===== config.mk =====
export PLATFORM = sky130hd
export DESIGN_NAME = perf_monitor
export DESIGN_NICKNAME = d
export VERILOG_FILES = /design/src/rtl/perf_pkg.sv /design/src/rtl/perf_counter.sv /design/src/rtl/perf_monitor.sv
export SDC_FILE = /design/constraint.sdc
export NUM_CORES = 1
export LEC_CHECK = 0
export CAP_MARGIN = 20
export CORE_MARGIN = 3
export CORE_UTILIZATION = 62
export DETAILED_ROUTE_END_ITERATION = 7
export GPL_ROUTABILITY_DRIVEN = 0
export HOLD_SLACK_MARGIN = 0.12
export PLACE_DENSITY = 0.95
export SLEW_MARGIN = 5
export SYNTH_ARGS = -nofsm -noshare
export SYNTH_HDL_FRONTEND = slang
export SYNTH_SLANG_ARGS = --single-unit

===== constraint.sdc =====
create_clock -name i_clk -period 5.8 [get_ports i_clk]
set_input_delay 1.16 -clock i_clk [delete_from_list [all_inputs] [get_ports i_clk]]
set_output_delay 1.16 -clock i_clk [all_outputs]
set_load 0.05 [all_outputs]

===== src/rtl/perf_pkg.sv =====
// Shared register map, counter selectors and CTRL bit positions for the
// retire-side performance monitor.
package perf_pkg;

  localparam logic [31:0] OFF_CTRL     = 32'h00;
  localparam logic [31:0] OFF_CYCLE_LO = 32'h04;
  localparam logic [31:0] OFF_CYCLE_HI = 32'h08;
  localparam logic [31:0] OFF_INSN_LO  = 32'h0C;
  localparam logic [31:0] OFF_INSN_HI  = 32'h10;
  localparam logic [31:0] OFF_CTRL_LO  = 32'h14;
  localparam logic [31:0] OFF_CTRL_HI  = 32'h18;
  localparam logic [31:0] OFF_MISP_LO  = 32'h1C;
  localparam logic [31:0] OFF_MISP_HI  = 32'h20;

  localparam int CTRL_EN_BIT  = 0;
  localparam int CTRL_CLR_BIT = 1;

  localparam int NUM_CNT = 4;

  typedef enum logic [1:0] {
    SEL_CYCLE = 2'd0,
    SEL_INSN  = 2'd1,
    SEL_CTRL  = 2'd2,
    SEL_MISP  = 2'd3
  } cnt_sel_e;

endpackage


===== src/rtl/perf_counter.sv =====
// One free-running event counter with a HI-half shadow that is captured when
// the LO half is read, so software sees a coherent wide value.
module perf_counter #(
  parameter int unsigned CNT_W = 64
) (
  input  logic               clk,
  input  logic               reset,
  input  logic               inc,
  input  logic               clr,
  input  logic               snap,
  output logic [CNT_W-1:0]   value,
  output logic [CNT_W-33:0]  shadow
);

  logic [CNT_W-1:0] cnt;

  // Snapshot takes the pre-increment HI half so it matches the LO just returned.
  always_ff @(posedge clk) begin
    if (!reset) begin
      cnt    <= '0;
      shadow <= '0;
    end else if (clr) begin
      cnt    <= '0;
      shadow <= '0;
    end else begin
      if (snap) shadow <= cnt[CNT_W-1:32];
      if (inc)  cnt    <= cnt + CNT_W'(1);
    end
  end

  assign value = cnt;

endmodule


===== src/rtl/perf_monitor.sv =====
// Retire-side debug register stage plus four memory-mapped performance
// counters (cycles, retired, control transfers, mispredictions).
module perf_monitor
  import perf_pkg::*;
#(
  parameter logic [31:0] BASE_ADDR = 32'h1001_0000,
  parameter int unsigned CNT_W     = 64
) (
  input  logic        i_clk,
  input  logic        i_reset,
  input  logic        i_wb_vld,
  input  logic [31:0] i_wb_pc,
  input  logic        i_wb_is_ctrl,
  input  logic        i_wb_mispred,
  input  logic [31:0] i_lsu_addr,
  input  logic        i_lsu_wren,
  input  logic        i_lsu_rden,
  input  logic [31:0] i_lsu_wdata,
  output logic [31:0] o_lsu_rdata,
  output logic        o_lsu_rvld,
  output logic        o_insn_vld,
  output logic [31:0] o_pc_debug,
  output logic        o_ctrl,
  output logic        o_mispred
);

  logic [31:0]       off;
  logic              hit;
  logic              wr_hit;
  logic              rd_hit;
  logic              wr_ctrl;
  logic              clr;
  logic              en;
  logic [NUM_CNT-1:0] inc;
  logic [NUM_CNT-1:0] snap;
  logic [31:0]       rd_mux;
  logic [CNT_W-1:0]  live [NUM_CNT];
  logic [CNT_W-33:0] shd  [NUM_CNT];

  assign off = i_lsu_addr - BASE_ADDR;
  assign hit = (i_lsu_addr >= BASE_ADDR) && (off <= OFF_MISP_HI) &&
               (i_lsu_addr[1:0] == 2'b00);

  // A simultaneous load and store is a store; the load is dropped.
  assign wr_hit  = hit && i_lsu_wren;
  assign rd_hit  = hit && i_lsu_rden && !i_lsu_wren;
  assign wr_ctrl = wr_hit && (off == OFF_CTRL);
  assign clr     = wr_ctrl && i_lsu_wdata[CTRL_CLR_BIT];

  assign inc[SEL_CYCLE] = en;
  assign inc[SEL_INSN]  = en && i_wb_vld;
  assign inc[SEL_CTRL]  = en && i_wb_vld && i_wb_is_ctrl;
  assign inc[SEL_MISP]  = en && i_wb_vld && i_wb_is_ctrl && i_wb_mispred;

  assign snap[SEL_CYCLE] = rd_hit && (off == OFF_CYCLE_LO);
  assign snap[SEL_INSN]  = rd_hit && (off == OFF_INSN_LO);
  assign snap[SEL_CTRL]  = rd_hit && (off == OFF_CTRL_LO);
  assign snap[SEL_MISP]  = rd_hit && (off == OFF_MISP_LO);

  perf_counter #(.CNT_W(CNT_W)) u_cycle (
    .clk(i_clk), .reset(i_reset), .inc(inc[SEL_CYCLE]), .clr(clr),
    .snap(snap[SEL_CYCLE]), .value(live[SEL_CYCLE]), .shadow(shd[SEL_CYCLE])
  );

  perf_counter #(.CNT_W(CNT_W)) u_insn (
    .clk(i_clk), .reset(i_reset), .inc(inc[SEL_INSN]), .clr(clr),
    .snap(snap[SEL_INSN]), .value(live[SEL_INSN]), .shadow(shd[SEL_INSN])
  );

  perf_counter #(.CNT_W(CNT_W)) u_ctrl (
    .clk(i_clk), .reset(i_reset), .inc(inc[SEL_CTRL]), .clr(clr),
    .snap(snap[SEL_CTRL]), .value(live[SEL_CTRL]), .shadow(shd[SEL_CTRL])
  );

  perf_counter #(.CNT_W(CNT_W)) u_misp (
    .clk(i_clk), .reset(i_reset), .inc(inc[SEL_MISP]), .clr(clr),
    .snap(snap[SEL_MISP]), .value(live[SEL_MISP]), .shadow(shd[SEL_MISP])
  );

  always_ff @(posedge i_clk) begin
    if (!i_reset) begin
      en <= 1'b1;
    end else if (wr_ctrl) begin
      en <= i_lsu_wdata[CTRL_EN_BIT];
    end
  end

  always_comb begin
    rd_mux = '0;
    case (off)
      OFF_CTRL:     rd_mux = {31'b0, en};
      OFF_CYCLE_LO: rd_mux = live[SEL_CYCLE][31:0];
      OFF_CYCLE_HI: rd_mux = 32'(shd[SEL_CYCLE]);
      OFF_INSN_LO:  rd_mux = live[SEL_INSN][31:0];
      OFF_INSN_HI:  rd_mux = 32'(shd[SEL_INSN]);
      OFF_CTRL_LO:  rd_mux = live[SEL_CTRL][31:0];
      OFF_CTRL_HI:  rd_mux = 32'(shd[SEL_CTRL]);
      OFF_MISP_LO:  rd_mux = live[SEL_MISP][31:0];
      OFF_MISP_HI:  rd_mux = 32'(shd[SEL_MISP]);
      default:      rd_mux = '0;
    endcase
  end

  // Load data is forced to zero on any non-hit cycle.
  always_ff @(posedge i_clk) begin
    if (!i_reset) begin
      o_lsu_rdata <= '0;
      o_lsu_rvld  <= 1'b0;
    end else begin
      o_lsu_rdata <= rd_hit ? rd_mux : 32'h0;
      o_lsu_rvld  <= rd_hit;
    end
  end

  always_ff @(posedge i_clk) begin
    if (!i_reset) begin
      o_insn_vld <= 1'b0;
      o_pc_debug <= '0;
      o_ctrl     <= 1'b0;
      o_mispred  <= 1'b0;
    end else begin
      o_insn_vld <= i_wb_vld;
      o_pc_debug <= i_wb_pc;
      o_ctrl     <= i_wb_vld && i_wb_is_ctrl;
      o_mispred  <= i_wb_vld && i_wb_is_ctrl && i_wb_mispred;
    end
  end

  logic unused_bits;
  assign unused_bits = ^{i_lsu_wdata[31:2],
                         live[SEL_CYCLE][CNT_W-1:32], live[SEL_INSN][CNT_W-1:32],
                         live[SEL_CTRL][CNT_W-1:32],  live[SEL_MISP][CNT_W-1:32]};

endmodule


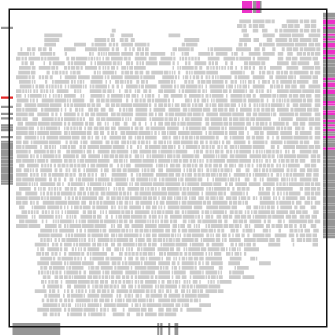
*Pin placement*
Pins as bars across the die edge, other pins in grey.
port	colour	pins	direction	edge
i_wb_pc	magenta	32	input	24 right, 8 top
o_lsu_rvld	red	1	output	left
die span in y: 184.8 um
die x size: 184.8 um

==> CHANGELOG.md <==
### Metrics

- Status: complete, but fails checks
- Failing checks: DRC
- Max Slew Vio Count: 0
- Vias in the first global route: 18.41k
- # Taps: 396
- Dominant flop cell: dfxtp_1
- Startpoint types: primary input
- Met2 usage: 0.5502
- Slowest cell on the critical path: or4b_2
- Worst EP required: 6.26 ns
- Max VDD drop: 0.1969 mV
- Synth top cells by count: 453 x dfxtp_1, 379 x nand2_1, 260 x a21oi_1
- First-pass GRT wire length: 95.27 mm
- HP Class: flip-flop to flip-flop
- Simple share: 0.2800
- Clock transition at path regs: 0.06 ns
- Mean cell area of the mapped netlist: 8.271 sq um
- Met2 wire length: 27.48 mm
- Cell row count: 64
- Layout area overhead: 16.22%
- Final WS setup: 1.874 ns
- Met1 Use GR: 0.4322
- Routed length on met3: 7.618 mm
- Warning total across the stage logs: 58
- Post-layout instance area: 23,040 sq um
- DPL Wire Length: 39.36 mm
- Largest net degree at the start of global routing: 154
- WP depth: 7
- Via-to-Cell Ratio: 6.798
- Register Area: 9069 sq um
- Hold slack final: 0.4533 ns
- Crit path buffers/inverters: 2
- CTS tree: done
- Final setup fails: 0
- Crit end category: flip-flop
- Part of the power in the clock network: 0.480
- Highest metal used: met4
- Routed wire per std cell: 21.14 um
- GRT overflow: 0
- Nets: 2,556
- Seq share, synth: 0.4574
- Number of antenna-violating nets in the routed design: 0
- EDFF count, synth: 0
- Post_cts resized: 0
- Signal buffers: 171
- Max-area cell class: multi-input combinational cells
- Final TNS setup: 0 ns
- Met1 Wirelength: 22.01 mm
- Combinational Power: 0.221 mW
- End of the critical path: o_lsu_rdata[5]$_SDFF_PN0_
- Clock Path Buffers: 3
- Clock group: 3.10 mW
- Synth Net Count: 2,504
- Worst Hold Endpoint: u_cycle.shadow[1]$_SDFFE_PP0P_
- I/O Pins: 171
- Most frequent cell after synthesis: dfxtp_1
- Clk root buf: clkbuf_16
- Comb area leader: simple AND/OR/NAND/NOR gates
- Reg power frac: 0.486
- Worst reg2reg path endpoint: u_cycle.value[62]$_SDFFE_PP0P_
- Power Density: 280.3 nW/um^2
- Gr usage total: 0.3412
- Min-delay src: u_cycle.shadow[1]$_SDFFE_PP0P_
- Pre-antenna DRT Iters: 8
- CTS Hold Buffers Added: 0
- Yosys warning count: 0
- FFs w/ async S/R, synth: 0
- Final non-clock buffer share: 0.07569
- Synth mux share: 0.003029
- Latency at later pin: 0.57 ns
- Filler instances: 1,982
- Met3 Use GR: 0.07325
- Cell count after placement: 2,795
- Comb pwr share: 0.034
- MI comb cells: 1,754
- # DRC: 71
- Yosys cell count: 2,397
- Post-CTS setup buffer count: 0
- Sequential portion of the cell area: 0.3936
- Logic area: 10,070 sq um
- Clk cell area share: 0.06809
- Setup Skew: 0.02435 ns
- CTS buffer count: 45
- Net Sw Power: 1.414 mW
- Complex-gate fraction of the synthesized area: 0.1538
- Netlist Area Pre-Place: 19,830 sq um
- Final core occ: 0.7416
- Switch share: 0.2189
- Most frequent logic cells in the routed design: 453 x dfxtp_1, 379 x nand2_1, 260 x a21oi_1, 179 x nor2_1, 140 x clkdlybuf4s50_1
- Busiest grt layer: met2
- Worst Reg-to-Reg Cells: 5
- Post-synthesis adder-cell area fraction: 0.002524
- Placed inst area: 21,400 sq um
- Hold path depth: 2
- DRT iter0 DRCs: 3,224
- Slew @ Worst Pin: 1.019 ns
- FF-to-FF setup slack: 2.39 ns
- Non-clock inverters: 24
- Cell area leaders: dfxtp_1 46%, nand2_1 7.2%, a21oi_1 6.6%
- H-tree depth: 2
- Kind of critical path: primary input to flip-flop
- Die ar.: 34,160 sq um
- Initial antenna violation count: 0
- Pre-CTS setup slack: 1.426 ns
- Min Clock Period, post-route: 3.926 ns
- Yosys stat chip area: 19,830 sq um
- Largest stage delay on the critical path: 0.76 ns
- Largest type area fraction: 0.4574
- Final Hold Viols: 0
- Yosys reg bits: 453
- Critical path origin: i_lsu_addr[4]
- Clock sinks: 453
- Critical path peak fanout: 19
- Seq_cells: 453
- Int Pwr: 5.044 mW
- Fmax achieved: 0.2547 GHz
- Core Region: 31,070 sq um
- Commonest Layout Cell: dfxtp_1
- Total chip power: 6.458 mW
- Worst path cell trace: clkdlybuf4s50_1 -> or4b_2 -> nor2_1 -> buf_4 -> a222oi_1 -> a31o_2 -> a21oi_1
- Cell Type Count: 45
- Diodes inserted: 0
- Layout cells sized above 1: 0.06202
- Clock buffers: 65
- Yosys xor share: 0.06670
- Synth area leader: dfxtp_1
- RSZ-0062 raised after global routing: false
- Max-slew headroom: 0.3203
- Cells after Synth: 2,397
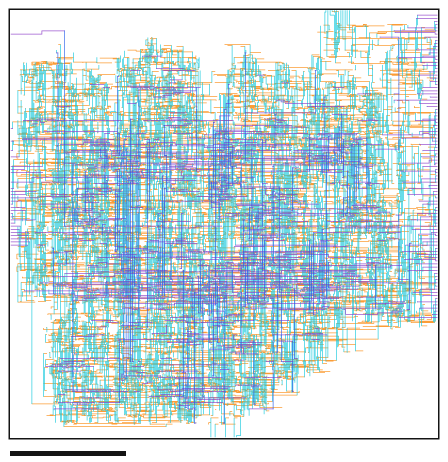
*Metal layers overlaid*
Scale bar: 50 um.
layer	colour	wire length
M2	cyan	27.5 mm
M1	orange	22.0 mm
M3	purple	7,620 um
M4	blue	3,750 um
vias: 19.57k
Routed WL: 60.85 mm

Power and IR drop assume default switching activity.
